===== src/rtl/memory_access_pkg.sv =====
// Shared constants and access-size encoding for the MEM pipeline stage.
package memory_access_pkg;

    localparam int DATA_SIZE     = 32;
    localparam int PC_SIZE       = 32;
    localparam int REG_SIZE      = 5;
    localparam int MEM_DEPTH     = 32;
    localparam int MEM_ADDR_BITS = 5;

    // Access size of a load/store after priority resolution.
    typedef enum logic [1:0] {
        ACC_NONE = 2'd0,
        ACC_BYTE = 2'd1,
        ACC_HALF = 2'd2,
        ACC_WORD = 2'd3
    } access_size_e;

    // Word beats halfword beats byte; nothing set means no access.
    function automatic access_size_e decode_size(input logic byte_en,
                                                 input logic half_en,
                                                 input logic word_en);
        access_size_e size;
        if (word_en) begin
            size = ACC_WORD;
        end else if (half_en) begin
            size = ACC_HALF;
        end else if (byte_en) begin
            size = ACC_BYTE;
        end else begin
            size = ACC_NONE;
        end
        return size;
    endfunction

endpackage


===== src/rtl/memory_access_data_memory.sv =====
// Word-organised data memory with lane-masked writes, synchronous clear,
// a combinational main read port and a combinational debug read port.
import memory_access_pkg::*;

module data_memory #(
    parameter int DATA_SIZE     = 32,
    parameter int MEM_DEPTH     = 32,
    parameter int MEM_ADDR_BITS = 5
) (
    input  logic                     i_clk,
    input  logic                     i_reset,
    input  logic                     i_write,
    input  access_size_e             i_size,
    input  logic [MEM_ADDR_BITS-1:0] i_word_addr,
    input  logic [1:0]               i_lane,
    input  logic [DATA_SIZE-1:0]     i_wdata,
    output logic [DATA_SIZE-1:0]     o_rdata,
    input  logic [MEM_ADDR_BITS-1:0] i_debug_addr,
    output logic [DATA_SIZE-1:0]     o_debug_data
);

    logic [DATA_SIZE-1:0] mem_q [MEM_DEPTH];
    logic [DATA_SIZE-1:0] mem_d [MEM_DEPTH];
    logic [DATA_SIZE-1:0] lane_mask;
    logic [DATA_SIZE-1:0] lane_data;

    // Build the lane mask and replicated write data; alignment is forced by
    // ignoring the low lane bits that do not apply to the access size.
    always_comb begin
        lane_mask = '0;
        lane_data = '0;
        case (i_size)
            ACC_BYTE: begin
                lane_mask = {{(DATA_SIZE-8){1'b0}}, 8'hFF} << {i_lane, 3'b000};
                lane_data = {4{i_wdata[7:0]}};
            end
            ACC_HALF: begin
                lane_mask = i_lane[1] ? 32'hFFFF_0000 : 32'h0000_FFFF;
                lane_data = {2{i_wdata[15:0]}};
            end
            ACC_WORD: begin
                lane_mask = '1;
                lane_data = i_wdata;
            end
            default: begin
                lane_mask = '0;
                lane_data = '0;
            end
        endcase
    end

    // Next memory image: only the masked lanes of the addressed word change.
    always_comb begin
        mem_d = mem_q;
        if (i_write) begin
            mem_d[i_word_addr] = (mem_q[i_word_addr] & ~lane_mask) |
                                 (lane_data & lane_mask);
        end
    end

    // Storage; reset clears every word and drops any pending store.
    always_ff @(posedge i_clk) begin
        if (i_reset) begin
            for (int i = 0; i < MEM_DEPTH; i++) begin
                mem_q[i] <= '0;
            end
        end else begin
            mem_q <= mem_d;
        end
    end

    assign o_rdata      = mem_q[i_word_addr];
    assign o_debug_data = mem_q[i_debug_addr];

endmodule


===== src/rtl/memory_access.sv =====
// MEM pipeline stage: branch resolution, data memory access with load
// extension, and the MEM/WB register (1-cycle latency, sticky halt).
import memory_access_pkg::*;

module memory_access #(
    parameter int DATA_SIZE     = 32,
    parameter int PC_SIZE       = 32,
    parameter int REG_SIZE      = 5,
    parameter int MEM_DEPTH     = 32,
    parameter int MEM_ADDR_BITS = 5
) (
    input  logic                     i_clk,
    input  logic                     i_reset,
    input  logic                     i_enable,
    input  logic                     i_signed,
    input  logic                     i_reg_write,
    input  logic                     i_mem_to_reg,
    input  logic                     i_mem_read,
    input  logic                     i_mem_write,
    input  logic                     i_branch,
    input  logic                     i_zero,
    input  logic [PC_SIZE-1:0]       i_branch_addr,
    input  logic [DATA_SIZE-1:0]     i_alu_result,
    input  logic [DATA_SIZE-1:0]     i_data_b,
    input  logic [REG_SIZE-1:0]      i_selected_reg,
    input  logic                     i_byte_enable,
    input  logic                     i_halfword_enable,
    input  logic                     i_word_enable,
    input  logic                     i_last_register_ctrl,
    input  logic [PC_SIZE-1:0]       i_pc,
    input  logic                     i_halt,
    input  logic [MEM_ADDR_BITS-1:0] i_debug_addr,
    output logic                     o_pc_src,
    output logic [PC_SIZE-1:0]       o_branch_addr,
    output logic [DATA_SIZE-1:0]     o_mem_fwd_data,
    output logic                     o_reg_write,
    output logic                     o_mem_to_reg,
    output logic                     o_last_register_ctrl,
    output logic                     o_halt,
    output logic [DATA_SIZE-1:0]     o_read_data,
    output logic [DATA_SIZE-1:0]     o_alu_result,
    output logic [REG_SIZE-1:0]      o_selected_reg,
    output logic [PC_SIZE-1:0]       o_pc,
    output logic [DATA_SIZE-1:0]     o_debug_data
);

    access_size_e         size;
    logic [DATA_SIZE-1:0] mem_word;
    logic [DATA_SIZE-1:0] load_value;
    logic [7:0]           load_byte;
    logic [15:0]          load_half;

    logic                 reg_write_q,  reg_write_d;
    logic                 mem_to_reg_q, mem_to_reg_d;
    logic                 last_reg_q,   last_reg_d;
    logic                 halt_q,       halt_d;
    logic [DATA_SIZE-1:0] read_data_q,  read_data_d;
    logic [DATA_SIZE-1:0] alu_result_q, alu_result_d;
    logic [REG_SIZE-1:0]  sel_reg_q,    sel_reg_d;
    logic [PC_SIZE-1:0]   pc_q,         pc_d;

    assign size           = decode_size(i_byte_enable, i_halfword_enable, i_word_enable);
    assign o_pc_src       = i_branch & i_zero;
    assign o_branch_addr  = i_branch_addr;
    assign o_mem_fwd_data = i_alu_result;

    data_memory #(
        .DATA_SIZE     (DATA_SIZE),
        .MEM_DEPTH     (MEM_DEPTH),
        .MEM_ADDR_BITS (MEM_ADDR_BITS)
    ) u_data_memory (
        .i_clk        (i_clk),
        .i_reset      (i_reset),
        .i_write      (i_mem_write & i_enable & (size != ACC_NONE)),
        .i_size       (size),
        .i_word_addr  (i_alu_result[MEM_ADDR_BITS+1:2]),
        .i_lane       (i_alu_result[1:0]),
        .i_wdata      (i_data_b),
        .o_rdata      (mem_word),
        .i_debug_addr (i_debug_addr),
        .o_debug_data (o_debug_data)
    );

    // Extract the addressed lane from the current word and extend it.
    always_comb begin
        load_byte  = mem_word[{i_alu_result[1:0], 3'b000} +: 8];
        load_half  = i_alu_result[1] ? mem_word[31:16] : mem_word[15:0];
        load_value = '0;
        if (i_mem_read) begin
            case (size)
                ACC_BYTE: load_value = i_signed ? {{(DATA_SIZE-8){load_byte[7]}}, load_byte}
                                                : {{(DATA_SIZE-8){1'b0}}, load_byte};
                ACC_HALF: load_value = i_signed ? {{(DATA_SIZE-16){load_half[15]}}, load_half}
                                                : {{(DATA_SIZE-16){1'b0}}, load_half};
                ACC_WORD: load_value = mem_word;
                default:  load_value = '0;
            endcase
        end
    end

    // MEM/WB next state: capture on enable, otherwise hold; halt is sticky.
    always_comb begin
        reg_write_d  = reg_write_q;
        mem_to_reg_d = mem_to_reg_q;
        last_reg_d   = last_reg_q;
        halt_d       = halt_q;
        read_data_d  = read_data_q;
        alu_result_d = alu_result_q;
        sel_reg_d    = sel_reg_q;
        pc_d         = pc_q;
        if (i_enable) begin
            reg_write_d  = i_reg_write;
            mem_to_reg_d = i_mem_to_reg;
            last_reg_d   = i_last_register_ctrl;
            halt_d       = halt_q | i_halt;
            read_data_d  = load_value;
            alu_result_d = i_alu_result;
            sel_reg_d    = i_selected_reg;
            pc_d         = i_pc;
        end
    end

    // MEM/WB register; reset wins over enable.
    always_ff @(posedge i_clk) begin
        if (i_reset) begin
            reg_write_q  <= 1'b0;
            mem_to_reg_q <= 1'b0;
            last_reg_q   <= 1'b0;
            halt_q       <= 1'b0;
            read_data_q  <= '0;
            alu_result_q <= '0;
            sel_reg_q    <= '0;
            pc_q         <= '0;
        end else begin
            reg_write_q  <= reg_write_d;
            mem_to_reg_q <= mem_to_reg_d;
            last_reg_q   <= last_reg_d;
            halt_q       <= halt_d;
            read_data_q  <= read_data_d;
            alu_result_q <= alu_result_d;
            sel_reg_q    <= sel_reg_d;
            pc_q         <= pc_d;
        end
    end

    assign o_reg_write          = reg_write_q;
    assign o_mem_to_reg         = mem_to_reg_q;
    assign o_last_register_ctrl = last_reg_q;
    assign o_halt               = halt_q;
    assign o_read_data          = read_data_q;
    assign o_alu_result         = alu_result_q;
    assign o_selected_reg       = sel_reg_q;
    assign o_pc                 = pc_q;

endmodule


===== config.mk =====
export PLATFORM = sky130hd
export DESIGN_NAME = memory_access
export DESIGN_NICKNAME = d
export VERILOG_FILES = /design/src/rtl/memory_access_pkg.sv /design/src/rtl/memory_access_data_memory.sv /design/src/rtl/memory_access.sv
export SDC_FILE = /design/constraint.sdc
export NUM_CORES = 2
export LEC_CHECK = 0
export CORE_ASPECT_RATIO = 1.25
export CORE_UTILIZATION = 55
export CTS_BUF_LIST = sky130_fd_sc_hd__clkbuf_2
export DETAILED_ROUTE_END_ITERATION = 6
export PLACE_DENSITY = 0.75
export SLEW_MARGIN = 5
export SYNTH_ARGS = -nofsm -noshare
export SYNTH_HDL_FRONTEND = slang
export SYNTH_SLANG_ARGS = --single-unit

===== constraint.sdc =====
create_clock -name i_clk -period 9.32 [get_ports i_clk]
set_input_delay 2.33 -clock i_clk [delete_from_list [all_inputs] [get_ports i_clk]]
set_output_delay 2.33 -clock i_clk [all_outputs]
set_load 0.005 [all_outputs]

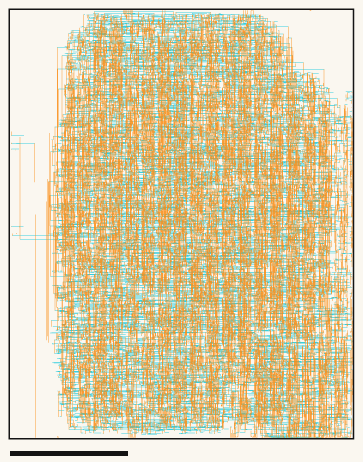
Figure 1: routed metal, one color a layer.
Scale bar: 100 um. Only two layers are drawn.
[orange] M2 | wire length: 96.9 mm
[cyan] M1 | wire length: 74.4 mm

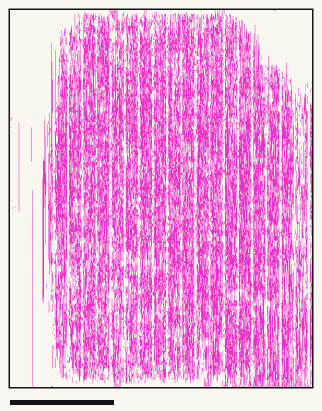
Figure 2: metal 2.
Scale bar: 100 um.
nets with wire on the layer: 5,093
share of all routed wire: 42%

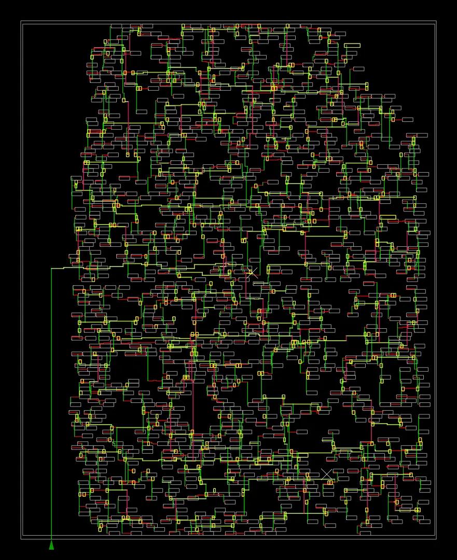
Figure 3: the clock network.
Num CTS Buffers: 285
flip-flops: 1,129
Latency at later pin: 1.77 ns
clock buffer count: 407
Num Clock Sinks: 1,129

==> GITHUB_STEP_SUMMARY <==
## PnR job results

| Metric | Value |
|---|---|
| Run status | `finished, violations left` |
| Failing checks | `design-rule violations` |
| Final setup margin | `between 1.5 and 2 ns` |
| Inverters | `7` |
| Layout cells sized above 1 | `17.13%` |
| Initial antenna violation count | `20` |
| Seq area share | `36.43%` |
| Sw Share | `29.75%` |
| Met3 WL | `about 38,000 um` |
| CP peak stage delay | `~0.58 ns` |
| PwrDens | `146.9 nW/um2` |
| Non-clock buffer area fraction after layout | `6.543%` |
| Post-synth EDFFs | `0` |
| Total setup buffers inserted after CTS | `0` |
| CP Launch Type | `input port` |
| Measured slew at the worst slew-check pin | `roughly 1.4 ns` |
| R2R Path End | `u_data_memory.mem_q[961]$_SDFFE_PP0P_` |
| Leak | `roughly 21 nW` |
| Post-synthesis sequential area ratio | `39.78%` |
| Buffers on Ports | `a little under 300` |
| Total Power | `9.111 mW` |
| Critical Path Source | `i_debug_addr[0]` |
| XOR-XNOR Cells, Area Fraction | `0%` |
| Crit path to | `o_debug_data[12]` |
| Post-synth top area cell | `dfxtp_1` |
| Dominant logic cell type in the layout | `nand2_1` |
| Top cells, area | `dfxtp_1 40%, mux4_2 16%, nand2_1 9.0%` |
| Ant diodes | `23` |
| Post-Synth Adder-Cell Area | `0%` |
| Tool warnings | `48` |
| RSZ-0062 raised after global routing | `false` |
| RR Startpoint | `u_data_memory.mem_q[353]$_SDFFE_PP0P_` |
| Floorplan Core Area | `102,300 um2` |
| Final net count | `6,365` |
| Most common cell in the netlist | `nand2_1` |
| Post-route ant nets | `0` |
| Placed cells | `7,254` |
| TritonCTS clock tree | `built` |
| Top cells excl fill/tap | `1,364 x nand2_1, 1,129 x dfxtp_1, 677 x a21oi_1` |
| Flop pwr share | `53.6%` |
| Die X | `289.5 um` |
| Final Hold Fails | `0` |
| Post-route DRC | `2` |
| Logic family by area | `multiplexers` |
| Post-synth ARST share | `0%` |
| Die Ht | `361.4 um` |
| Comb power frac | `10.1%` |
| Count of plain and timing-repair buffers | `between 400 and 500` |
| Fin area | `62,040 um2` |
| Hold path startpoint | `u_data_memory.mem_q[804]$_SDFFE_PP0P_` |
| Simple-Gate Area Share | `15.49%` |
| Max_cap viols | `0` |
| Final core occ | `around three fifths` |
| CP Data Arrival Time | `5.33 ns` |
| Max-slew violation count | `0` |
| Biggest register | `u_data_memory.mem_q` |
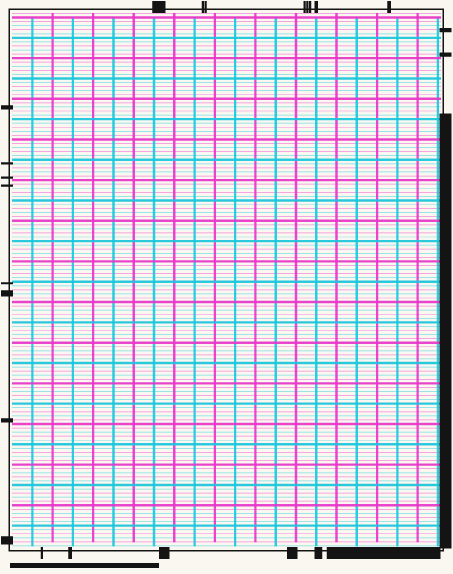
Figure 4: floorplan with the power grid.
Scale bar: 100 um. Pins as bars on the die edge.
[cyan] VSS
[magenta] VDD
met1 rails: 132
met4 straps: 21
rows: 131
signal pins: 355

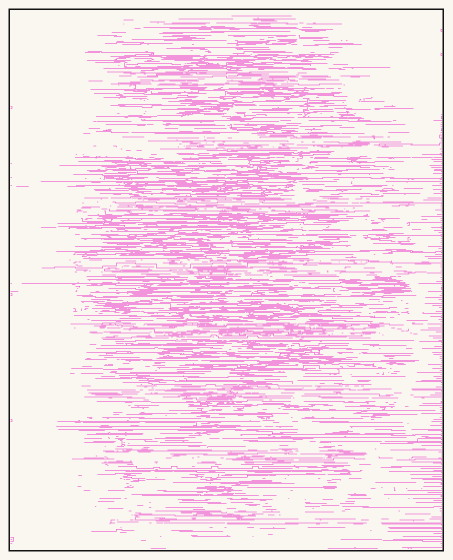
Figure 5: met3 routing.
main direction: horizontal
wire length on this layer: 37.8 mm
share of all routed wire: 16%

-- cell families (layout without fill, tap and decap cells) --
family | count (synthesis) | after routing
AND/OR/NAND/NOR | 2115 | 2115
AND-OR/OR-AND | 1364 | 1364
flip-flops | 1129 | 1129
multiplexers | 886 | 886
buffers and inverters | 678 | 891
other | 0 | 23
-- power by group through the flow --
stage	combinational, mW	sequential, mW	clock (mW)
after floorplan	0.578	4.99	0
after global placement	0.871	4.99	0
after detailed placement	0.877	5.00	0
after CTS	0.879	4.88	3.28
after global routing	0.944	4.89	3.53
final	0.923	4.89	3.30
-- metal layers --
layer	track usage (%)	vias to the layer above
li1	-	22269
met1	50.08	25157
met2	61.90	4844
met3	18.68	1456
met4	35.90	14
met5	0	-
-- critical path, delay by kind of cell --
kind,cells,cell delay (ns)
buffers and inverters,3,1.51
multiplexers,3,1.41
Power figures rest on the tool's default switching activity, not on a simulated workload.
